[src/rtl/mult_pipe_gen.sv]
// Stall-capable pipelined RV M-extension multiplier with branch-mask tracking
// and a small in-order result queue in front of the CDB.
module mult_pipe_gen #(
    parameter int unsigned XLEN        = 32,
    parameter int unsigned MULT_STAGES = 4,
    parameter int unsigned TAG_W       = 6,
    parameter int unsigned BM_W        = 4,
    parameter int unsigned OUT_DEPTH   = 2
) (
    input  logic             clock,
    input  logic             reset_n,
    input  logic             in_valid,
    input  logic [1:0]       in_func,
    input  logic [XLEN-1:0]  in_rs1,
    input  logic [XLEN-1:0]  in_rs2,
    input  logic [TAG_W-1:0] in_tag,
    input  logic [BM_W-1:0]  in_bm,
    output logic             in_ready,
    input  logic [BM_W-1:0]  b_resolve,
    input  logic             b_mispred,
    input  logic             flush,
    input  logic             cdb_grant,
    output logic             out_valid,
    output logic [XLEN-1:0]  out_result,
    output logic [TAG_W-1:0] out_tag,
    output logic [BM_W-1:0]  out_bm,
    output logic             busy
);

    localparam int unsigned PW    = 2 * XLEN;
    localparam int unsigned SHIFT = PW / MULT_STAGES;
    localparam int unsigned PTR_W = (OUT_DEPTH > 1) ? $clog2(OUT_DEPTH) : 1;
    localparam int unsigned CNT_W = $clog2(OUT_DEPTH + 1);

    // Pipeline stage state
    logic [MULT_STAGES-1:0] stg_valid;
    logic [1:0]             stg_func   [MULT_STAGES];
    logic [PW-1:0]          stg_sum    [MULT_STAGES];
    logic [PW-1:0]          stg_mcand  [MULT_STAGES];
    logic [PW-1:0]          stg_mplier [MULT_STAGES];
    logic [TAG_W-1:0]       stg_tag    [MULT_STAGES];
    logic [BM_W-1:0]        stg_bm     [MULT_STAGES];

    // Source of each stage: the input op for stage 0, otherwise the stage above
    logic [MULT_STAGES-1:0] src_valid;
    logic [1:0]             src_func   [MULT_STAGES];
    logic [PW-1:0]          src_sum    [MULT_STAGES];
    logic [PW-1:0]          src_mcand  [MULT_STAGES];
    logic [PW-1:0]          src_mplier [MULT_STAGES];
    logic [TAG_W-1:0]       src_tag    [MULT_STAGES];
    logic [BM_W-1:0]        src_bm     [MULT_STAGES];

    logic [MULT_STAGES-1:0] nx_valid;
    logic [1:0]             nx_func    [MULT_STAGES];
    logic [PW-1:0]          nx_sum     [MULT_STAGES];
    logic [PW-1:0]          nx_mcand   [MULT_STAGES];
    logic [PW-1:0]          nx_mplier  [MULT_STAGES];
    logic [TAG_W-1:0]       nx_tag     [MULT_STAGES];
    logic [BM_W-1:0]        nx_bm      [MULT_STAGES];

    // Result queue state
    logic [OUT_DEPTH-1:0]   q_valid;
    logic [XLEN-1:0]        q_res [OUT_DEPTH];
    logic [TAG_W-1:0]       q_tag [OUT_DEPTH];
    logic [BM_W-1:0]        q_bm  [OUT_DEPTH];
    logic [PTR_W-1:0]       q_head, q_tail;
    logic [CNT_W-1:0]       q_count;

    logic [OUT_DEPTH-1:0]   nq_valid;
    logic [XLEN-1:0]        nq_res [OUT_DEPTH];
    logic [TAG_W-1:0]       nq_tag [OUT_DEPTH];
    logic [BM_W-1:0]        nq_bm  [OUT_DEPTH];
    logic [PTR_W-1:0]       nq_head, nq_tail;
    logic [CNT_W-1:0]       nq_count;

    logic [MULT_STAGES-1:0] ld;
    logic [BM_W-1:0]        bm_clr;
    logic                   head_live;
    logic                   q_nonempty;
    logic                   pop;
    logic                   push;
    logic                   last_adv;
    logic [XLEN-1:0]        push_res;

    function automatic logic hit(input logic [BM_W-1:0] bm, input logic [BM_W-1:0] res,
                                 input logic mis);
        return mis & (|(bm & res));
    endfunction

    function automatic logic [PTR_W-1:0] ptr_inc(input logic [PTR_W-1:0] p);
        return (p == PTR_W'(OUT_DEPTH - 1)) ? '0 : p + PTR_W'(1);
    endfunction

    // Queue pop/push decisions and the combinational advance chain back to in_ready
    always_comb begin
        logic chain;
        bm_clr     = b_mispred ? '0 : b_resolve;
        q_nonempty = (q_count != '0);
        head_live  = q_valid[q_head] & ~hit(q_bm[q_head], b_resolve, b_mispred);
        pop        = q_nonempty & (~head_live | cdb_grant);
        last_adv   = (q_count != CNT_W'(OUT_DEPTH)) | pop;
        push       = stg_valid[MULT_STAGES-1]
                   & ~hit(stg_bm[MULT_STAGES-1], b_resolve, b_mispred)
                   & last_adv & ~flush;
        push_res   = (stg_func[MULT_STAGES-1] == 2'b00) ? stg_sum[MULT_STAGES-1][XLEN-1:0]
                                                        : stg_sum[MULT_STAGES-1][PW-1:XLEN];
        ld    = '0;
        chain = last_adv;
        for (int i = MULT_STAGES - 1; i >= 0; i--) begin
            ld[i] = ~stg_valid[i] | chain;
            chain = ld[i];
        end
    end

    // Stage sources: extended operands for stage 0, previous stage otherwise
    always_comb begin
        src_valid[0]  = in_valid & ld[0];
        src_func[0]   = in_func;
        src_sum[0]    = '0;
        src_mcand[0]  = (in_func != 2'b11) ? {{XLEN{in_rs1[XLEN-1]}}, in_rs1}
                                           : {{XLEN{1'b0}}, in_rs1};
        src_mplier[0] = (in_func[1] == 1'b0) ? {{XLEN{in_rs2[XLEN-1]}}, in_rs2}
                                             : {{XLEN{1'b0}}, in_rs2};
        src_tag[0]    = in_tag;
        src_bm[0]     = in_bm;
        for (int i = 1; i < MULT_STAGES; i++) begin
            src_valid[i]  = stg_valid[i-1];
            src_func[i]   = stg_func[i-1];
            src_sum[i]    = stg_sum[i-1];
            src_mcand[i]  = stg_mcand[i-1];
            src_mplier[i] = stg_mplier[i-1];
            src_tag[i]    = stg_tag[i-1];
            src_bm[i]     = stg_bm[i-1];
        end
    end

    // Stage next state: one shift-add step on load, branch resolve on every entry
    always_comb begin
        logic [PW-1:0] chunk;
        chunk = '0;
        for (int i = 0; i < MULT_STAGES; i++) begin
            nx_valid[i]  = stg_valid[i] & ~hit(stg_bm[i], b_resolve, b_mispred);
            nx_func[i]   = stg_func[i];
            nx_sum[i]    = stg_sum[i];
            nx_mcand[i]  = stg_mcand[i];
            nx_mplier[i] = stg_mplier[i];
            nx_tag[i]    = stg_tag[i];
            nx_bm[i]     = stg_bm[i] & ~bm_clr;
            if (ld[i]) begin
                chunk        = PW'(src_mplier[i][SHIFT-1:0]);
                nx_valid[i]  = src_valid[i] & ~hit(src_bm[i], b_resolve, b_mispred);
                nx_func[i]   = src_func[i];
                nx_sum[i]    = src_sum[i] + src_mcand[i] * chunk;
                nx_mcand[i]  = src_mcand[i] << SHIFT;
                nx_mplier[i] = src_mplier[i] >> SHIFT;
                nx_tag[i]    = src_tag[i];
                nx_bm[i]     = src_bm[i] & ~bm_clr;
            end
        end
        if (flush) begin
            nx_valid = '0;
        end
    end

    // Queue next state: resolve all entries, then pop, then push, flush wins
    always_comb begin
        nq_head  = q_head;
        nq_tail  = q_tail;
        nq_count = q_count;
        for (int j = 0; j < OUT_DEPTH; j++) begin
            nq_valid[j] = q_valid[j] & ~hit(q_bm[j], b_resolve, b_mispred);
            nq_res[j]   = q_res[j];
            nq_tag[j]   = q_tag[j];
            nq_bm[j]    = q_bm[j] & ~bm_clr;
        end
        if (pop) begin
            nq_valid[q_head] = 1'b0;
            nq_head          = ptr_inc(q_head);
        end
        if (push) begin
            nq_valid[q_tail] = 1'b1;
            nq_res[q_tail]   = push_res;
            nq_tag[q_tail]   = stg_tag[MULT_STAGES-1];
            nq_bm[q_tail]    = stg_bm[MULT_STAGES-1] & ~bm_clr;
            nq_tail          = ptr_inc(q_tail);
        end
        if (push && !pop) begin
            nq_count = q_count + CNT_W'(1);
        end else if (pop && !push) begin
            nq_count = q_count - CNT_W'(1);
        end
        if (flush) begin
            nq_valid = '0;
            nq_head  = '0;
            nq_tail  = '0;
            nq_count = '0;
        end
    end

    // Pipeline stage registers
    always_ff @(posedge clock or negedge reset_n) begin
        if (!reset_n) begin
            stg_valid <= '0;
            for (int i = 0; i < MULT_STAGES; i++) begin
                stg_func[i]   <= '0;
                stg_sum[i]    <= '0;
                stg_mcand[i]  <= '0;
                stg_mplier[i] <= '0;
                stg_tag[i]    <= '0;
                stg_bm[i]     <= '0;
            end
        end else begin
            stg_valid <= nx_valid;
            for (int i = 0; i < MULT_STAGES; i++) begin
                stg_func[i]   <= nx_func[i];
                stg_sum[i]    <= nx_sum[i];
                stg_mcand[i]  <= nx_mcand[i];
                stg_mplier[i] <= nx_mplier[i];
                stg_tag[i]    <= nx_tag[i];
                stg_bm[i]     <= nx_bm[i];
            end
        end
    end

    // Result queue registers
    always_ff @(posedge clock or negedge reset_n) begin
        if (!reset_n) begin
            q_valid <= '0;
            q_head  <= '0;
            q_tail  <= '0;
            q_count <= '0;
            for (int j = 0; j < OUT_DEPTH; j++) begin
                q_res[j] <= '0;
                q_tag[j] <= '0;
                q_bm[j]  <= '0;
            end
        end else begin
            q_valid <= nq_valid;
            q_head  <= nq_head;
            q_tail  <= nq_tail;
            q_count <= nq_count;
            for (int j = 0; j < OUT_DEPTH; j++) begin
                q_res[j] <= nq_res[j];
                q_tag[j] <= nq_tag[j];
                q_bm[j]  <= nq_bm[j];
            end
        end
    end

    assign in_ready   = ld[0];
    assign out_valid  = q_nonempty & head_live & ~flush;
    assign out_result = q_res[q_head];
    assign out_tag    = q_tag[q_head];
    assign out_bm     = q_bm[q_head] & ~bm_clr;
    assign busy       = (|stg_valid) | q_nonempty;

endmodule

[config.mk]
export PLATFORM = sky130hd
export DESIGN_NAME = mult_pipe_gen
export DESIGN_NICKNAME = d
export VERILOG_FILES = /design/src/rtl/mult_pipe_gen.sv
export SDC_FILE = /design/constraint.sdc
export NUM_CORES = 2
export LEC_CHECK = 0
export ABC_AREA = 1
export CAP_MARGIN = 5
export CORE_UTILIZATION = 40
export CTS_CLUSTER_SIZE = 40
export DETAILED_ROUTE_END_ITERATION = 10
export PLACE_DENSITY_LB_ADDON = 0.3
export SETUP_SLACK_MARGIN = 0.2
export SKIP_CTS_REPAIR_TIMING = 1
export SLEW_MARGIN = 10
export SYNTH_ARGS = -nofsm -noshare
export SYNTH_HDL_FRONTEND = slang
export SYNTH_SLANG_ARGS = --single-unit
[constraint.sdc]
create_clock -name clock -period 14.82 [get_ports clock]
set_clock_uncertainty 0.2 [all_clocks]
set_input_delay 3.705 -clock clock [delete_from_list [all_inputs] [get_ports clock]]
set_output_delay 3.705 -clock clock [all_outputs]
set_load 0.05 [all_outputs]
==> images/density.png <==
22 x 22 tiles, from black (low) to pale yellow (high), 0 to 100% covered.
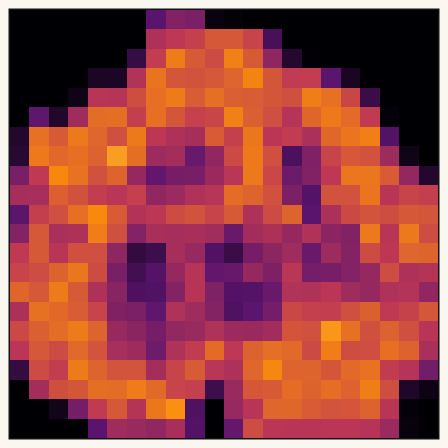
fullest tile: 79%
tiles over 75% full: 0.60%
nearly empty tiles: 17%
emptiest ninth of the die: top right
mean over tiles: 41%
total core area: 0.182 mm²
final core occ: 0.436
FP Util: 0.405

==> images/pins.png <==
Pins as bars across the die edge, other pins in gray.
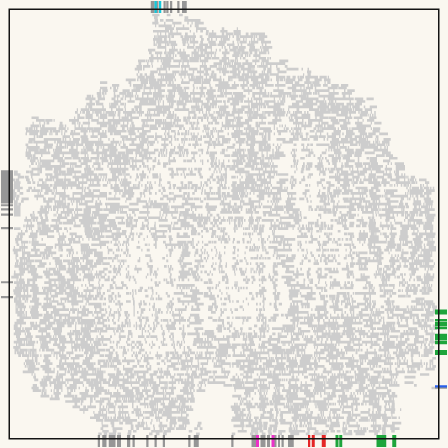
legend:
  red:
    port: out_tag
    pins: 6
    direction: output
    edge: bottom
  cyan:
    port: in_func
    pins: 2
    direction: input
    edge: top
  green:
    port: out_result
    pins: 32
    direction: output
    edge: 17 right, 15 bottom
  blue:
    port: reset_n
    pins: 1
    direction: input
    edge: right
  magenta:
    port: in_bm
    pins: 4
    direction: input
    edge: bottom
all pins by edge: 68 bottom, 30 left, 19 right, 14 top

==> images/final_clocks.png <==
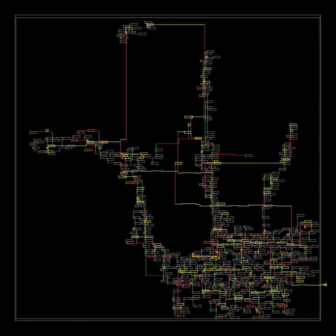
worst skew pair latency: 0.70 ns
FFs & Latches: 498
TritonCTS Buffers: 59
clk sinks: 498

==> images/cell_classes.png <==
(1 px per µm)
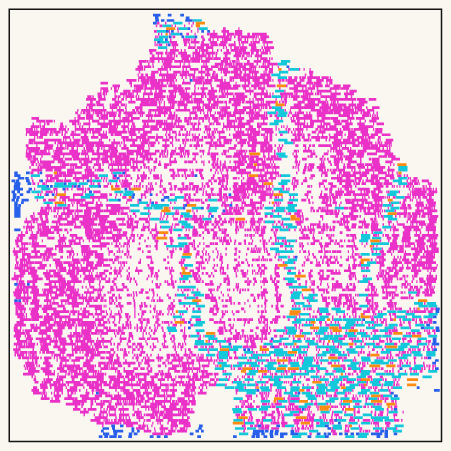
legend:
  magenta:
    class: all other logic
    cells: 8658
  orange:
    class: clock drivers and dummy loads
    cells: 112
  blue:
    class: other buffers and delay cells
    cells: 223
  cyan:
    class: flip-flops
    cells: 498
row count: 156
fin area: 0.0793 mm²
flop share of the area: 0.157

==> images/metal_stack.png <==
(1 px per µm)
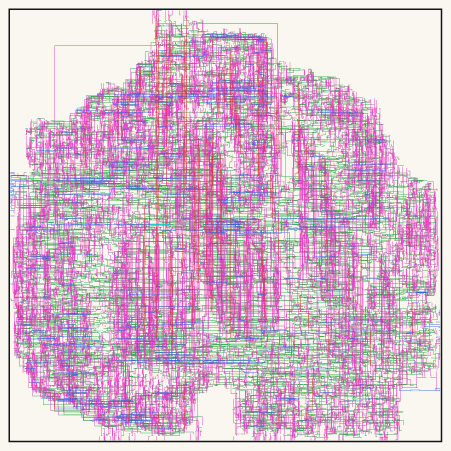
legend:
  cyan:
    layer: met5
    wire_length: 17.5 µm
  blue:
    layer: met3
    wire_length: 10500 µm
  green:
    layer: met1
    wire_length: 96.0 mm
  magenta:
    layer: met2
    wire_length: 105 mm
  red:
    layer: met4
    wire_length: 7430 µm

==> summary.txt <==
yosys + openroad results -> synthesis area per yosys=roughly 0.074 mm², comb area leader=adder cells, largest net degree at the start of global routing=approximately 130, FA/HA/MAJ Cells, Area Fraction=0.411, first-pass GRT wire length=approximately 350000 µm, number of enable flip-flop cells=0, M1 WL=approximately 96000 µm, worst path required time=between 10 and 15 ns, Hold Crit Class=register to register, Seq share, synth=0.169, antenna-violating nets left=0, fin. max-slew vios=0, Routed WL per cell=between 15 and 20 µm, DIE AREA=0.186 mm², Port Buf Inserts=~130, Mux area share=0.000153, max-cap check violation count=0, top logic cells by instance count in the layout=nand2_1, inv_1, fa_1, Hold Fails Final Rpt=0, routed wl met2=about 110000 µm, Main area contributors=fa_1, dfrtp_1, nand2_1, crit path kind=primary input to output port, CTS tree=built, IO Count=roughly 130, Detail Route met3 WL=around 11000 µm, syn nets=~11000, Top Layer Used=met5, vias in the first global route=62738, Top cell excl fill/tap=nand2_1, Slew @ Worst Pin=around 1.1 ns, routability cong.=about 1, Synth area leader=fa_1, Slew headroom=0.242, synthesis-to-finish area growth=7.84%, setup violators final=0, Reg clk slew, reported paths=approximately 0.060 ns, DR pass1 iterations=7, cells in synth_stat.txt=~9500, Mapped Cells=between 9000 and 10000, status=complete, no violations, WP data arrival=7.13 ns, layout cell share with drive strength beyond 1=0.0236, asr flop ratio synth=1.00, setup TNS=0 ns, Dominant cell area share=0.349, CTS Buffer Depth=3, Post-Syn Area=around 0.074 mm², Crit Path Max Fanout=68, OpenROAD warning count=37, ys flop type=dfrtp_1, Die Y=431 µm, hpwl dp=between 150000 and 200000 µm, Simple Share, Synth=0.202, crit share post-route=0.745, Hold Slack=~0.24 ns, Die Wd=~430 µm
-- layout make-up --
type | instances | area [µm²] | area share
clock inverters | 33 | 534 | 0.00674
multi-input cells | 6478 | 51400 | 0.648
clock buffers | 79 | 1640 | 0.0207
repair buffers | 223 | 2000 | 0.0253
flip-flops and latches | 498 | 12500 | 0.157
well taps | 2449 | 3060 | 0.0386
inverters | 2180 | 8190 | 0.103
diodes | 2 | 5.00 | 0.0000631
-- flip-flops by register name, summed over array words and instances, names as in the netlist, 2 cells and up --
register    cells
q_res          64
q_bm            8
src_tag        18
stg_tag         6
q_tag          12
stg_bm          4
stg_valid       4
stg_sum        64
src_sum       192
src_bm         12
stg_func        2
q_valid         2
src_func        6
src_mplier     19
q_count         2
src_mcand      81
-- cells by family after synthesis --
| kind of cell | count (synthesis) |
|---|---|
| and+or+nand+nor | 3782 |
| muxes | 1 |
| adders and majority gates | 1644 |
| buffers and inverters | 2555 |
| AOI/OAI and AO/OA | 857 |
| DFF | 498 |
| xor gates and xnor gates | 194 |
-- final timing paths --
path,from,end,slack (ns),cells past startpoint
worst max-delay path,b_resolve[2],in_ready,3.78,9
worst min-delay path,src_sum[6]$_DFFE_PN0N_,stg_sum[6]$_DFFE_PN0N_,0.24,2
worst max register to register,src_mcand[153]$_DFFE_PN0N_,src_sum[120]$_DFFE_PN0N_,5.55,30
worst min register to register,src_sum[6]$_DFFE_PN0N_,stg_sum[6]$_DFFE_PN0N_,0.24,2
max in group asynchronous,reset_n,src_mplier[131]$_DFFE_PN0N_,9.04,3
min in group asynchronous,reset_n,q_res[51]$_DFFE_PN0P_,2.91,1
-- per-stage QoR --
stage	setup WS, ns	instance area, µm²	util	std cells
after global routing	3.63	79300	0.436	11941
final	3.78	79300	0.436	11942
after global placement	3.73	77100	0.424	11828
after CTS	3.78	79300	0.436	11940
after detailed placement	3.72	77100	0.424	11828
after floorplan	5.18	73500	-	9531
-- cell usage after synthesis (2+ instances only) --
cell / count
a221oi_1: 3
o21ai_0: 381
or2_2: 7
nand4_1: 41
ha_1: 363
nand3_1: 249
a21oi_1: 281
o211ai_1: 11
o21a_1: 9
a31oi_1: 30
fa_1: 1281
o31ai_1: 2
nor2_1: 401
o22ai_1: 9
dfrtp_1: 498
o21bai_1: 30
clkbuf_1: 308
buf_4: 24
xnor2_1: 107
a21o_1: 32
inv_1: 2175
and3_1: 3
a211oi_1: 4
xor2_1: 87
a21boi_0: 8
nand2_1: 2984
buf_2: 18
nor4_1: 7
inv_2: 5
nand3b_1: 14
buf_1: 24
o21ai_1: 51
and2_1: 3
nor3_1: 67
-- worst max-delay path: stages --
cell	delay (ns)
clkdlybuf4s50_1	0.51
nand2_1	0.11
nand2_1	0.06
o21ai_2	0.22
nand4_4	0.17
nor2_4	0.11
buf_4	0.57
nand4_4	0.70
clkdlybuf4s50_1	0.91
-- per-layer routing --
metal | vias up | GRT usage
met3 | 319 | 0.0212
met5 | - | 0
met2 | 1607 | 0.406
met4 | 2 | 0.0712
met1 | 29697 | 0.328
li1 | 27826 | -
